<file path="config.mk">
export PLATFORM = sky130hd
export DESIGN_NAME = ex_muldiv
export DESIGN_NICKNAME = d
export VERILOG_FILES = /design/src/rtl/ex_muldiv.sv
export SDC_FILE = /design/constraint.sdc
export NUM_CORES = 2
export LEC_CHECK = 0
export ABC_AREA = 1
export CAP_MARGIN = 15
export CORE_ASPECT_RATIO = 0.5
export CORE_MARGIN = 10
export CORE_UTILIZATION = 65
export CTS_CLUSTER_SIZE = 14
export DETAILED_ROUTE_END_ITERATION = 7
export PLACE_DENSITY = 0.84
export SLEW_MARGIN = 20
export SYNTH_ARGS = -nofsm -noshare
export SYNTH_HDL_FRONTEND = slang
export SYNTH_SLANG_ARGS = --single-unit
</file>
<file path="constraint.sdc">
create_clock -name clk -period 15.5 [get_ports clk]
set_clock_uncertainty 0.2 [all_clocks]
set_input_delay 2.325 -clock clk [delete_from_list [all_inputs] [get_ports clk]]
set_output_delay 2.325 -clock clk [all_outputs]
set_load 0.02 [all_outputs]
</file>
<file path="src/rtl/ex_muldiv.sv">
// ex_muldiv: multi-cycle HI/LO multiply, accumulate and restoring divide unit for the EX stage.
module ex_muldiv #(
  parameter int DATA_W     = 32,
  parameter int MUL_STAGES = 2
) (
  input  logic              clk,
  input  logic              rst,
  input  logic              start,
  input  logic [2:0]        op,
  input  logic [DATA_W-1:0] src1,
  input  logic [DATA_W-1:0] src2,
  input  logic [DATA_W-1:0] hi_in,
  input  logic [DATA_W-1:0] lo_in,
  input  logic              annul,
  output logic              stall_req,
  output logic              done,
  output logic              whilo_out,
  output logic [DATA_W-1:0] hi_out,
  output logic [DATA_W-1:0] lo_out,
  output logic              div_by_zero
);
  localparam int W  = DATA_W;
  localparam int CW = $clog2(DATA_W + MUL_STAGES + 1);
  typedef enum logic [1:0] {IDLE, MUL, DIV, DONE} state_t;
  state_t state, state_nxt;
  logic [1:0]     op_r;
  logic [2*W-1:0] acc;
  logic [W-1:0]   a_mag, b_mag, quo, rem, m1, m2;
  logic           neg_a, neg_p, dbz, sgn, is_div, zero_div, accept, valid;
  logic [CW-1:0]  cnt;
  logic [2*W-1:0] pipe [MUL_STAGES];
  logic [W:0]     rem_sh, trial;
  logic [2*W-1:0] prod_mag, prod, mul_res, res;
  always_comb begin
    sgn       = !op[0];
    is_div    = op[2:1] == 2'b01;
    zero_div  = src2 == '0;
    accept    = state == IDLE && start && !annul;
    m1        = (sgn && src1[W-1]) ? -src1 : src1;
    m2        = (sgn && src2[W-1]) ? -src2 : src2;
    rem_sh    = {rem, quo[W-1]};
    trial     = rem_sh - {1'b0, b_mag};
    prod_mag  = {{W{1'b0}}, a_mag} * {{W{1'b0}}, b_mag};
    prod      = neg_p ? -prod_mag : prod_mag;
    mul_res   = op_r[1] ? (op_r[0] ? acc - pipe[MUL_STAGES-1] : acc + pipe[MUL_STAGES-1]) : pipe[MUL_STAGES-1];
    res       = dbz ? '0 : (op_r == 2'b01 ? {neg_a ? -rem : rem, neg_p ? -quo : quo} : mul_res);
    valid     = state == DONE && !annul;
    done      = valid;
    whilo_out = valid && !dbz;
    div_by_zero = valid && dbz;
    {hi_out, lo_out} = valid ? res : '0;
    stall_req = state == MUL || state == DIV || accept;
  end
  always_comb begin
    state_nxt = IDLE;
    case (state)
      IDLE:    state_nxt = !accept ? IDLE : !is_div ? MUL : zero_div ? DONE : DIV;
      MUL:     state_nxt = annul ? IDLE : cnt == CW'(MUL_STAGES - 1) ? DONE : MUL;
      DIV:     state_nxt = annul ? IDLE : cnt == CW'(W - 1) ? DONE : DIV;
      default: state_nxt = IDLE;
    endcase
  end
  always_ff @(posedge clk)
    if (rst) state <= IDLE;
    else     state <= state_nxt;
  // Multiplier stages free-run on the captured operands; only DONE reads the last stage.
  always_ff @(posedge clk) begin
    if (rst) begin
      op_r  <= '0;
      acc   <= '0;
      a_mag <= '0;
      b_mag <= '0;
      quo   <= '0;
      rem   <= '0;
      neg_a <= 1'b0;
      neg_p <= 1'b0;
      dbz   <= 1'b0;
      cnt   <= '0;
      for (int i = 0; i < MUL_STAGES; i++) pipe[i] <= '0;
    end else begin
      cnt     <= (state == MUL || state == DIV) ? cnt + 1'b1 : '0;
      pipe[0] <= prod;
      for (int i = 1; i < MUL_STAGES; i++) pipe[i] <= pipe[i-1];
      if (accept) begin
        op_r  <= op[2:1];
        acc   <= {hi_in, lo_in};
        a_mag <= m1;
        b_mag <= m2;
        quo   <= m1;
        rem   <= '0;
        neg_a <= sgn && src1[W-1];
        neg_p <= (sgn && src1[W-1]) ^ (sgn && src2[W-1]);
        dbz   <= is_div && zero_div;
      end else if (state == DIV) begin
        rem <= trial[W] ? rem_sh[W-1:0] : trial[W-1:0];
        quo <= {quo[W-2:0], !trial[W]};
      end
    end
  end
endmodule
</file>
==> qor.yml <==
status:
  outcome: "completed"
cells_and_area:
  comb_share_pct: 68.3
  nets: 10400
  final_common_cell: "nand2_1"
  logic_gate_count: 6083
  n_all_inverters: 2288
  top_regs: "pipe: 128 flops, acc: 64 flops"
  top_register: "pipe"
  drive_gt1_share_pct: 2.44
  stdcell_count: 10300
  n_antenna_cell: 10
  clkbuf_count: 49
floorplan:
  rows: 79
  dieArea_sq_um: 108000
  core_sq_um: 93200
  nWellTaps: 1255
  fp_util_pct: 65.7
worst_hold_path:
  whs_endpoint: "pipe[0][122]"
  whs_path_depth: 2
  min_from: "pipe[0][58]"
logic_synthesis:
  area_leaders: "fa_1, nand2_1, inv_1"
  synth_async_sr_flop_share_pct: 0
  ys_sh_adder_pct: 36.9
  fp_nets: 10500
  ys_sh_simple_pct: 23.4
  synthAoiAreaFrac_pct: 10.4
  yosys-stat-cells: 9091
  yosys.area.top_type_share_pct: 29.4
  yosys.stat.seqShare_pct: 10.9
  ys_sh_xor_pct: 1.96
  ys_area_sq_um: 61200
  yosys_warnings: 0
  edf_count: 0
  flop_cell: "dfxtp_1"
worst_setup_path:
  cp-end-kind: "output pin"
  r2r-end: "pipe[0][53]"
  arrival_ns: 6.45
  critPathKind: "reg -> out"
  cp_top_family: "simple AND/OR/NAND/NOR gates"
  critPathMaxStageDelay_ns: 0.61
  critPathLaunch: "pipe[0][65]"
  start_kind: "flip-flop"
placed_design:
  place_congestion: 1.11
  port_buffers: 202
  hpwl_mm: 175
  dpl_worst_slack_ns: 7.04
clock_tree:
  cts.htree.levels: 2
  cts-resized-gates: 0
  clock_latency_ns: 0.59
  cts_tree: "yes"
sta:
  holdWs_ns: 0.205
  report.final.slew_viol_count: 0
  hold_viol_final: 0
  setup_ws_ns: 6.52
  setup_viol: 0
  fin_crit_sh_pct: 57.9
global_routing:
  grt_pass1_vias: 60000
  track_usage_pct: 39.8
  grtUsageMet1_pct: 52.3
detailed_routing:
  met2_length_mm: 91.9
  routed_wl_mm: 216
  via_per_inst: 5.76
  wire_per_inst_um: 20.9
  highest_layer: "met5"
power_and_ir_drop:
  p_clk_share_pct: 22.7
  seqPwrFrac_pct: 24.9
  p_comb_share_pct: 52.4
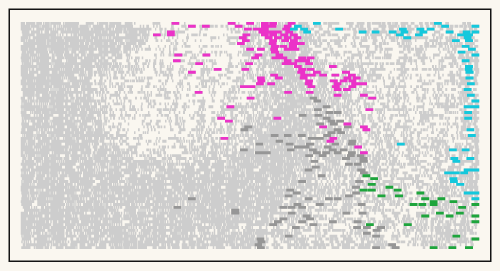
Fig. 1. Sequential cells coloured by netlist name.
Other sequential cells in the stronger grey, the rest of the logic in the fainter grey.
Key: pipe = magenta [flops 128, where top middle]; acc = cyan [flops 64]; rem = green [flops 32, where bottom right]
Another 109 sequential cells are not coloured.
post-layout util: 70.0%
sequential power: 1.01 mW
storage element area: 6670 sq um
Seq area share: 10.2%

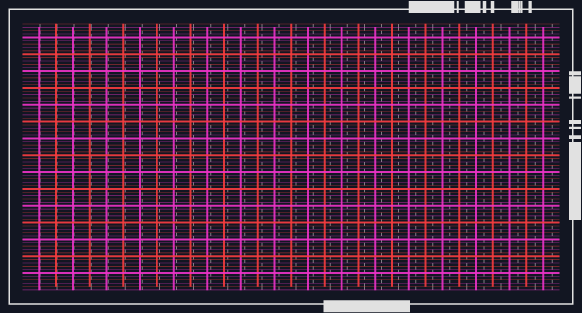
Fig. 2. Supply network.
Pins as bars on the die edge. Tap cells in grey.
Key: VDD = red; VSS = magenta
1255 tap cells. 80 met1 rails follow the rows. The core has 79 rows.
VDD IR-drop max: 0.000114 V
DIE WIDTH: 454 um

Power is estimated from default activity; no workload was simulated.
